Figure 1. Cells colored by class (run 1).
Fill, decap, tap and diode cells in gray.
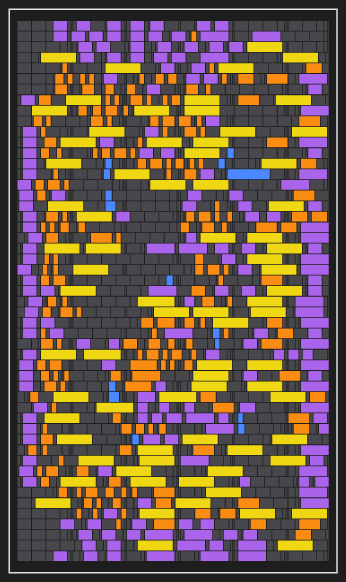
Figure 2. Zoomed window (run 1).
Bar = 20 um. Region (0, 11) to (50, 61) um. Cells in gray, sequential cells in the stronger gray; small squares are vias.
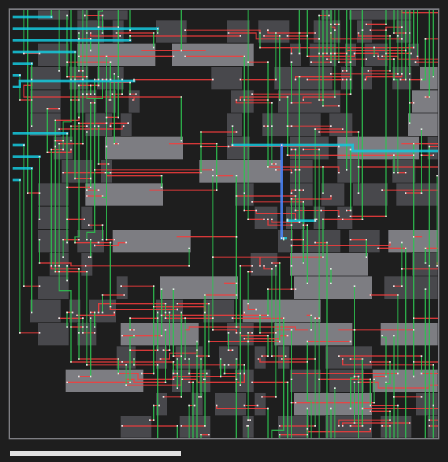
Figure 3. Metal layers overlaid (run 1).
Bar = 20 um. Only two layers are drawn.
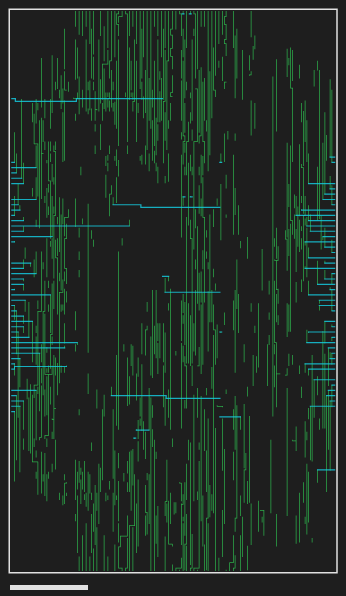
Figure 4. Signal metal coverage by tile (run 1).
Bar = 20 um. 17 x 29 tiles, from black (low) to pale yellow (high), scaled to the fullest tile. Values are wire area over tile area, all layers added.
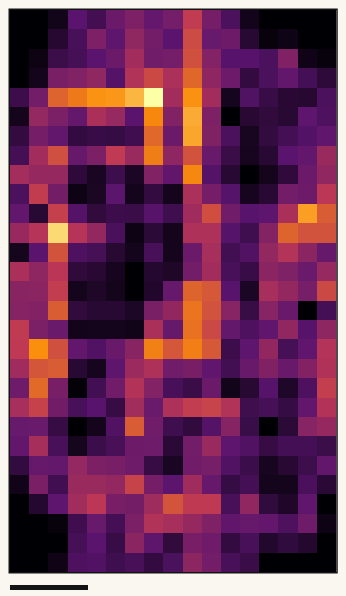
[src/rtl/mem_arbiter.sv]
// Two-port round-robin arbiter in front of a single-port 16-bit data memory.
// One access at a time; optional lock keeps ownership for atomic sequences.
module mem_arbiter #(
    parameter int AW = 16,
    parameter int DW = 16
) (
    input  logic          clk,
    input  logic          rst_n,
    input  logic          p0_req,
    input  logic          p0_we,
    input  logic          p0_lock,
    input  logic [AW-1:0] p0_addr,
    input  logic [DW-1:0] p0_wdata,
    output logic          p0_gnt,
    output logic          p0_rvalid,
    output logic [DW-1:0] p0_rdata,
    input  logic          p1_req,
    input  logic          p1_we,
    input  logic          p1_lock,
    input  logic [AW-1:0] p1_addr,
    input  logic [DW-1:0] p1_wdata,
    output logic          p1_gnt,
    output logic          p1_rvalid,
    output logic [DW-1:0] p1_rdata,
    output logic          mem_we,
    output logic [AW-1:0] mem_addr,
    output logic [DW-1:0] mem_wdata,
    input  logic [DW-1:0] mem_rdata,
    output logic          busy,
    output logic [1:0]    dbg_state
);

    // Handshake: a port holds req with a stable payload until it sees its
    // 1-cycle gnt; a read then returns data with a 1-cycle rvalid one cycle later.
    typedef enum logic [1:0] {IDLE, ISSUE, RESP} state_t;

    state_t        state;
    logic          last;
    logic          locked;
    logic          owner;
    logic          cur_we;
    logic [DW-1:0] rdata0_q;
    logic [DW-1:0] rdata1_q;

    logic          own_req;
    logic          own_lock;
    logic          elig0;
    logic          elig1;
    logic          any_elig;
    logic          winner;
    logic          win_we;
    logic          win_lock;
    logic [AW-1:0] win_addr;
    logic [DW-1:0] win_wdata;

    always_comb begin
        own_req   = owner ? p1_req  : p0_req;
        own_lock  = owner ? p1_lock : p0_lock;
        elig0     = p0_req && (!locked || !owner);
        elig1     = p1_req && (!locked ||  owner);
        any_elig  = elig0 || elig1;
        // On a tie the port that did not win last time goes first.
        winner    = (elig0 && elig1) ? ~last : elig1;
        win_we    = winner ? p1_we    : p0_we;
        win_lock  = winner ? p1_lock  : p0_lock;
        win_addr  = winner ? p1_addr  : p0_addr;
        win_wdata = winner ? p1_wdata : p0_wdata;
    end

    always_ff @(posedge clk or negedge rst_n) begin
        if (!rst_n) begin
            state     <= IDLE;
            last      <= 1'b1;
            locked    <= 1'b0;
            owner     <= 1'b0;
            cur_we    <= 1'b0;
            p0_gnt    <= 1'b0;
            p1_gnt    <= 1'b0;
            p0_rvalid <= 1'b0;
            p1_rvalid <= 1'b0;
            mem_we    <= 1'b0;
            mem_addr  <= '0;
            mem_wdata <= '0;
            rdata0_q  <= '0;
            rdata1_q  <= '0;
        end else begin
            p0_gnt    <= 1'b0;
            p1_gnt    <= 1'b0;
            p0_rvalid <= 1'b0;
            p1_rvalid <= 1'b0;
            mem_we    <= 1'b0;
            case (state)
                IDLE: begin
                    if (any_elig) begin
                        state     <= ISSUE;
                        last      <= winner;
                        owner     <= winner;
                        locked    <= win_lock;
                        cur_we    <= win_we;
                        p0_gnt    <= ~winner;
                        p1_gnt    <= winner;
                        mem_we    <= win_we;
                        mem_addr  <= win_addr;
                        mem_wdata <= win_wdata;
                    end else if (locked && !own_req && !own_lock) begin
                        locked <= 1'b0;
                    end
                end
                ISSUE: begin
                    if (cur_we) begin
                        state <= IDLE;
                    end else begin
                        state     <= RESP;
                        p0_rvalid <= ~owner;
                        p1_rvalid <= owner;
                    end
                end
                RESP: begin
                    state <= IDLE;
                    if (owner) rdata1_q <= mem_rdata;
                    else       rdata0_q <= mem_rdata;
                end
                default: state <= IDLE;
            endcase
        end
    end

    // The rvalid cycle forwards memory data directly; the register holds it afterwards.
    assign p0_rdata  = (state == RESP && !owner) ? mem_rdata : rdata0_q;
    assign p1_rdata  = (state == RESP &&  owner) ? mem_rdata : rdata1_q;
    assign busy      = (state != IDLE);
    assign dbg_state = state;

endmodule

[config.mk]
export PLATFORM = sky130hd
export DESIGN_NAME = mem_arbiter
export DESIGN_NICKNAME = d
export VERILOG_FILES = /design/src/rtl/mem_arbiter.sv
export SDC_FILE = /design/constraint.sdc
export NUM_CORES = 1
export LEC_CHECK = 0
export CAP_MARGIN = 20
export CELL_PAD_IN_SITES_DETAIL_PLACEMENT = 1
export CELL_PAD_IN_SITES_GLOBAL_PLACEMENT = 1
export CORE_ASPECT_RATIO = 1.75
export CORE_MARGIN = 1.5
export CORE_UTILIZATION = 29
export CTS_BUF_LIST = sky130_fd_sc_hd__clkbuf_2
export CTS_CLUSTER_DIAMETER = 30
export DETAILED_ROUTE_END_ITERATION = 8
export PLACE_DENSITY = 0.75
export SLEW_MARGIN = 20
export SYNTH_ARGS = -nofsm -noshare
export SYNTH_HDL_FRONTEND = slang
export SYNTH_SLANG_ARGS = --single-unit
[constraint.sdc]
create_clock -name clk -period 2.45 [get_ports clk]
set_clock_uncertainty 0.15 [all_clocks]
set_input_delay 0.3675 -clock clk [delete_from_list [all_inputs] [get_ports clk]]
set_output_delay 0.3675 -clock clk [all_outputs]
set_load 0.05 [all_outputs]
==> run summary, run 1 <==
total tool warning count: 28
Async SR Flop Fraction: 100%
CTS Root Cell: clkbuf_2
Met2 Routed Length: 6000 um
Final Cell Area: 5680 um^2
Total GRT Usage: 18.2%
# placed instances: 566
Total Routed Length: 10800 um
and-or/or-and share of the synthesized area: 10.6%
Reg2Reg Depth: 7
Top Usage Layer GRT: met2
crit start category: flop
Port Buffers: 159
minimum clock period: 2460 ps
Critical path origin: owner
adder-cell share of the synthesized area: 0%
number of global-route vias before repair: 3278
Wirelength per Cell: 18.1 um
clock sinks: 75
fin nets: 547
ys cells: 286
yosys stat area: 3300 um^2
critical path peak fanout: 8
routed length on met1: 4070 um
combinational power share: 70.4%
most numerous logic cell after layout: clkdlybuf4s50_1
H-Tree Depth: 3
max_cap viols: 0
Clock Latency Late Sink: 490 ps
met3 GRT Util: 3.94%
YS warnings: 0
met2 usage: 34.5%
Seq share, synth: 56.9%
Synth flops: 75
Crit Path Category: reg -> out
Comb area share: 19.7%
Final Max Tran Viols: 0
routability cong.: 0.771
initial antenna violation count: 0
Iteration-0 DRC Markers: 79
Mux cell area share: 11.2%
remaining global-route overflow: 0
Reg clk slew, reported paths: 190 ps
drt pass-1 iters: 4
Dominant cell area share: 56.1%
floorplan utilization: 29.7%
Crit-path slowest cell: dfrtp_2
Most used DFF post-synth: dfrtp_1
Inverters excl. clock: 71
die width: 83.6 um
syn nets: 374
worst r2r src: dbg_state[0]
DR top layer: met4
registers: 75
Comb power: 6.69 mW
outcome: complete, but fails checks
mean post-synth cell area: 11.5 um^2
# setup viols final: 6
DRC: 0
largest class: buffers
biggest area cells: dfrtp_1, mux2_2, o221ai_1, inv_1, nand4_1
Synth top cell by count: dfrtp_1
core area: 11100 um^2
clk buf depth: 2
flop share of the area: 33.1%
register cell area after layout: 1880 um^2
met3 WL: 480 um
Required @ worst endpoint: 1930 ps
largest net degree at the start of global routing: 76
Synth area leader: dfrtp_1
Tot Pwr: 9.50 mW
utilization after layout: 51.2%
clk pwr: 0.646 mW
Synth Instances: 286
hold buffer count at cts: 1
period utilization: 100%
seq pwr: 2.16 mW
Syn Std Cell Area: 3300 um^2
VDD IR max: 0.943 mV
Slew headroom: 63.2%
Vias: 2904
Crit. path cell count: 4
DIE AREA: 12100 um^2
Fin. Hold Viols: 0
num rows: 51
hold_ws: 236 ps
CP arrival: 1940 ps
Ant. Diodes: 0
FMAX: 407 MHz
total CTS buffers: 9
CLK BUF: 9
Biggest consumer: combinational cells
violated checks: negative setup slack
pre-CTS setup slack: 310 ps
most instantiated logic cells after routing: clkdlybuf4s50_1, inv_1, dfrtp_1
Yosys cell types: 27
Slew @ Worst Pin: 550 ps
Post-synth EDFFs: 0
Top delay family on crit path: flip-flops
post-CTS resize count: 25
setup bufs post-CTS: 9
final non-filler cell total: 595
Worst Hold Class: in -> async
Crit path buffers/inverters: 2
MI comb cells: 121
dpl hpwl: 7670 um
Antenna Violating Nets Remaining: 0
PnR worst setup slack: -8.87 ps
io pins: 160
Pleak: 2.59 nW
Comb area: 1120 um^2
CTS tree: done
Layout area overhead: 72.2%
tap cells: 132
Critical Path End: p0_rdata[9]
clock share of power: 6.8%
Simple Share, Synth: 9.89%
Power per Cell Area: 1670 nW/um^2
Clock-cell share: 1.80%
reg2reg setup slack: 510 ps
Top logic family: buffers and inverters
global-route wire length before repair: 17100 um
die height: 144 um
P_int: 4.94 mW
RSZ-0062 raised after global routing: yes
Worst path max stage delay: 480 ps
fillcell total: 1201
-- Figure 1 (at the start) --
- purple: other buffers and delay cells (cells 181; share of their area 39%)
- blue: clock drivers and dummy loads (cells 15; share of their area 1.9%)
- yellow: flops (cells 75; share of their area 34%)
- orange: combinational and other logic (cells 192; share of their area 25%)

-- Figure 2 (at the start) --
- green: metal 2
- cyan: metal 3
- red: metal 1
- blue: metal 4
- cells with their middle in the window: 115
- sequential cells in the window: 18
- netlist names of flops here include: mem_addr (9), rdata0_q (3), dbg_state (2)
- most frequent: clkdlybuf4s50_1 (21), inv_1 (20), dfrtp_1 (15)

-- Figure 3 (at the start) --
- cyan: metal 3 (wire length 480 um)
- green: metal 2 (wire length 6000 um)

-- Figure 4 (at the start) --
- fullest tile: 0.50
- tiles over half the peak: 12%
- nearly empty tiles: 7.1%

==> inputs of run 2 (changes only) <==
==> constraint.sdc (replaced) <==
create_clock -name clk -period 2.45 [get_ports clk]
set_clock_uncertainty 0.15 [all_clocks]
set_input_delay 0.3675 -clock clk [delete_from_list [all_inputs] [get_ports clk]]
set_output_delay 0.3675 -clock clk [all_outputs]
set_load 0.005 [all_outputs]
Figure 5. Metal layers overlaid (run 2).
Bar = 20 um. Only two layers are drawn.
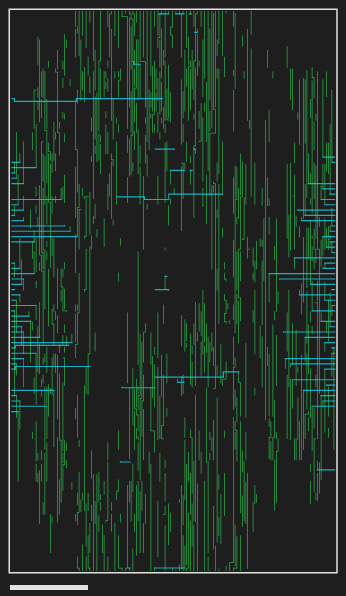
- cyan: metal 3 (wire length 570 um)
- green: metal 2 (wire length 6480 um)

==> run 2 against run 1 <==
  * Power is 28% lower
  * Register-to-register slack better by 70 ps
  * Sequential power hardly changed
  * Sequential share of layout area is 0.72 points higher
  * Die size stayed put
  * Global-route usage is 1.3 points higher
  * Synthesized area stayed put
  * Clock power is 23% higher
  * The run still ends with negative setup slack left
==> run summary, run 2 <==
Comb area: 1180 um^2 (was 1120 um^2)
Crit Path Category: reg -> out (unchanged)
Required @ worst endpoint: 1930 ps (about the same)
die width: 83.6 um (unchanged)
period utilization: 102% (was 100%)
floorplan utilization: 29.7% (unchanged)
total CTS buffers: 9 (unchanged)
Inverters excl. clock: 71 (unchanged)
clock share of power: 11.6% (was 6.8%)
# placed instances: 569 (was 566)
Synth Instances: 286 (unchanged)
worst r2r src: owner (was dbg_state[0])
Dominant cell area share: 56.1% (unchanged)
and-or/or-and share of the synthesized area: 10.6% (unchanged)
YS warnings: 0 (unchanged)
Pleak: 2.60 nW (was 2.59 nW)
Top delay family on crit path: buffers and inverters (was flip-flops)
Async SR Flop Fraction: 100% (unchanged)
Seq share, synth: 56.9% (unchanged)
Worst path max stage delay: 430 ps (was 480 ps)
dpl hpwl: 7850 um (was 7670 um)
mean post-synth cell area: 11.5 um^2 (unchanged)
minimum clock period: 2500 ps (was 2460 ps)
Port Buffers: 159 (unchanged)
Antenna Violating Nets Remaining: 0 (unchanged)
flop share of the area: 33.8% (was 33.1%)
crit start category: flop (unchanged)
num rows: 51 (unchanged)
Vias: 2987 (was 2904)
most numerous logic cell after layout: clkdlybuf4s50_1 (unchanged)
seq pwr: 2.15 mW (was 2.16 mW)
routed length on met1: 4080 um (was 4070 um)
fillcell total: 1195 (was 1201)
Syn Std Cell Area: 3300 um^2 (unchanged)
registers: 75 (unchanged)
MI comb cells: 121 (unchanged)
number of global-route vias before repair: 3444 (was 3278)
VDD IR max: 0.697 mV (was 0.943 mV)
Met2 Routed Length: 6480 um (was 6000 um)
syn nets: 374 (unchanged)
Final Cell Area: 5550 um^2 (was 5680 um^2)
Final Max Tran Viols: 0 (unchanged)
Critical path origin: owner (unchanged)
Top logic family: buffers and inverters (unchanged)
met3 GRT Util: 4.28% (was 3.94%)
CTS tree: done (unchanged)
core area: 11100 um^2 (unchanged)
Comb area share: 21.3% (was 19.7%)
Clock-cell share: 2.48% (was 1.80%)
Synth top cell by count: dfrtp_1 (unchanged)
hold_ws: 126 ps (was 236 ps)
Synth area leader: dfrtp_1 (unchanged)
P_int: 4.52 mW (was 4.94 mW)
Wirelength per Cell: 19.1 um (was 18.1 um)
register cell area after layout: 1880 um^2 (about the same)
setup bufs post-CTS: 9 (unchanged)
violated checks: negative setup slack (unchanged)
Synth flops: 75 (unchanged)
reg2reg setup slack: 580 ps (was 510 ps)
Layout area overhead: 68.2% (was 72.2%)
Reg clk slew, reported paths: 230 ps (was 190 ps)
hold buffer count at cts: 1 (unchanged)
yosys stat area: 3300 um^2 (unchanged)
Crit path buffers/inverters: 4 (was 2)
Power per Cell Area: 1230 nW/um^2 (was 1670 nW/um^2)
largest class: buffers (unchanged)
# setup viols final: 8 (was 6)
biggest area cells: dfrtp_1, mux2_2, o221ai_1, inv_1, nand4_1 (unchanged)
Crit. path cell count: 6 (was 4)
clk buf depth: 2 (unchanged)
DRC: 0 (unchanged)
largest net degree at the start of global routing: 48 (was 76)
RSZ-0062 raised after global routing: yes (unchanged)
global-route wire length before repair: 18200 um (was 17100 um)
io pins: 160 (unchanged)
Biggest consumer: combinational cells (unchanged)
utilization after layout: 50.0% (was 51.2%)
total tool warning count: 28 (unchanged)
PnR worst setup slack: -54.0 ps (was -8.87 ps)
DIE AREA: 12100 um^2 (unchanged)
Clock Latency Late Sink: 500 ps (was 490 ps)
Crit-path slowest cell: dfrtp_1 (was dfrtp_2)
outcome: complete, but fails checks (unchanged)
clock sinks: 75 (unchanged)
met2 usage: 37.7% (was 34.5%)
Simple Share, Synth: 9.89% (unchanged)
==> inputs of run 3 (changes only) <==
--- a/config.mk
+++ b/config.mk
@@ -14,7 +14,8 @@
 export CTS_BUF_LIST = sky130_fd_sc_hd__clkbuf_2
 export CTS_CLUSTER_DIAMETER = 30
 export DETAILED_ROUTE_END_ITERATION = 8
-export PLACE_DENSITY = 0.75
+export DONT_BUFFER_PORTS = 1
+export PLACE_DENSITY = 0.51
 export SLEW_MARGIN = 20
 export SYNTH_ARGS = -nofsm -noshare
 export SYNTH_HDL_FRONTEND = slang
==> constraint.sdc (replaced) <==
create_clock -name clk -period 2.4 [get_ports clk]
set_clock_uncertainty 0.15 [all_clocks]
set_input_delay 0.36 -clock clk [delete_from_list [all_inputs] [get_ports clk]]
set_output_delay 0.36 -clock clk [all_outputs]
set_load 0.005 [all_outputs]
Figure 6. Signal metal coverage by tile (run 3).
Bar = 20 um. 17 x 29 tiles, from black (low) to pale yellow (high), scaled to the fullest tile. Values are wire area over tile area, all layers added.
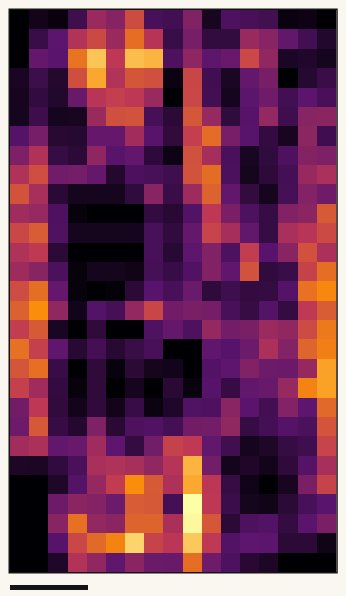
- mean over tiles: 0.14
- tiles over half the peak: 18%
- fullest tile: 0.47
- nearly empty tiles: 8.3%

==> run 3 against run 2 <==
  * Combinational power down 33%
  * Critical path depth unchanged
  * The run now ends clean
  * Largest cell class is now flip-flops and latches
  * Register-to-register slack worse by 540 ps
  * Sequential cell count stayed put
  * Sequential share of layout area is 7.6 points higher
  * Non-clock buffer count down 84
  * Largest power group unchanged
==> run summary, run 3 <==
reg2reg setup slack: 40 ps (was 580 ps)
Clock-cell share: 3.03% (was 2.48%)
worst r2r src: dbg_state[0] (was owner)
Comb power: 2.62 mW (was 3.90 mW)
global-route wire length before repair: 15700 um (was 18200 um)
Synth Instances: 286 (unchanged)
Comb area: 1070 um^2 (was 1180 um^2)
Tot Pwr: 5.74 mW (was 6.85 mW)
initial antenna violation count: 1 (was 0)
FMAX: 424 MHz
routed length on met1: 3670 um (was 4080 um)
max_cap viols: 0 (unchanged)
critical path peak fanout: 18 (was 8)
Top logic family: buffers and inverters (unchanged)
and-or/or-and share of the synthesized area: 10.6% (unchanged)
# setup viols final: 0 (was 8)
CLK BUF: 10 (was 9)
crit start category: flop (unchanged)
met3 WL: 626 um (was 570 um)
Port Buffers: 0 (was 159)
largest class: flip-flops and latches (was buffers)
RSZ-0062 raised after global routing: yes (unchanged)
Synth flops: 75 (unchanged)
number of global-route vias before repair: 2954 (was 3444)
Simple Share, Synth: 9.89% (unchanged)
hold_ws: 114 ps (was 126 ps)
outcome: completed (was complete, but fails checks)
PnR worst setup slack: 39.5 ps (was -54.0 ps)
pre-CTS setup slack: 513 ps (was 235 ps)
Ant. Diodes: 1 (was 0)
Pleak: 2.09 nW (was 2.60 nW)
YS warnings: 0 (unchanged)
clk buf depth: 2 (unchanged)
floorplan utilization: 29.7% (unchanged)
post-CTS resize count: 4 (was 199)
met3 GRT Util: 5.14% (was 4.28%)
utilization after layout: 40.9% (was 50.0%)
Syn Std Cell Area: 3300 um^2 (unchanged)
most instantiated logic cells after routing: dlygate4sd3_1, inv_1, dfrtp_1 (was clkdlybuf4s50_1, dfrtp_1, inv_1)
Antenna Violating Nets Remaining: 0 (unchanged)
Crit Path Category: reg -> reg (was reg -> out)
Dominant cell area share: 56.1% (unchanged)
DIE AREA: 12100 um^2 (unchanged)
Mux cell area share: 11.2% (unchanged)
VDD IR max: 0.545 mV (was 0.697 mV)
Worst path max stage delay: 590 ps (was 430 ps)
# placed instances: 408 (was 569)
ys cells: 286 (unchanged)
CP arrival: 2630 ps (was 1990 ps)
Reg clk slew, reported paths: 230 ps (about the same)
Critical path origin: dbg_state[0] (was owner)
met2 usage: 32.0% (was 37.7%)
Async SR Flop Fraction: 100% (unchanged)
fillcell total: 1220 (was 1195)
die width: 83.6 um (unchanged)
combinational power share: 45.6% (was 57.0%)
Synth area leader: dfrtp_1 (unchanged)
minimum clock period: 2360 ps
Met2 Routed Length: 5770 um (was 6480 um)
biggest area cells: dfrtp_1, mux2_2, o221ai_1, inv_1, nand4_1 (unchanged)
Comb area share: 23.6% (was 21.3%)
total tool warning count: 28 (unchanged)
Most used DFF post-synth: dfrtp_1 (unchanged)
Slew headroom: 70.9% (was 73.2%)
mean post-synth cell area: 11.5 um^2 (unchanged)
Iteration-0 DRC Markers: 62 (was 85)
Clock Latency Late Sink: 510 ps (was 500 ps)
yosys stat area: 3300 um^2 (unchanged)
clk pwr: 0.819 mW (was 0.792 mW)
Biggest consumer: combinational cells (unchanged)
drt pass-1 iters: 4 (was 2)
Total GRT Usage: 16.9% (was 19.5%)
adder-cell share of the synthesized area: 0% (unchanged)
Fin. Hold Viols: 0 (unchanged)
die height: 144 um (unchanged)
Wirelength per Cell: 19.9 um (was 19.1 um)

==> notes/layouts.md <==
Pictures saved along the way, in no particular order.

Cell placement.
image #1
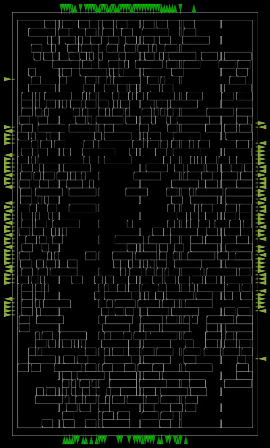
image #2
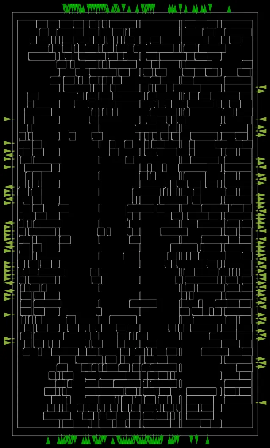
- most cells: image #1
- highest utilization: image #1
- image #2 = run 3
- image #1 = run 2

Power figures rest on the tool's default switching activity, not on a simulated workload.
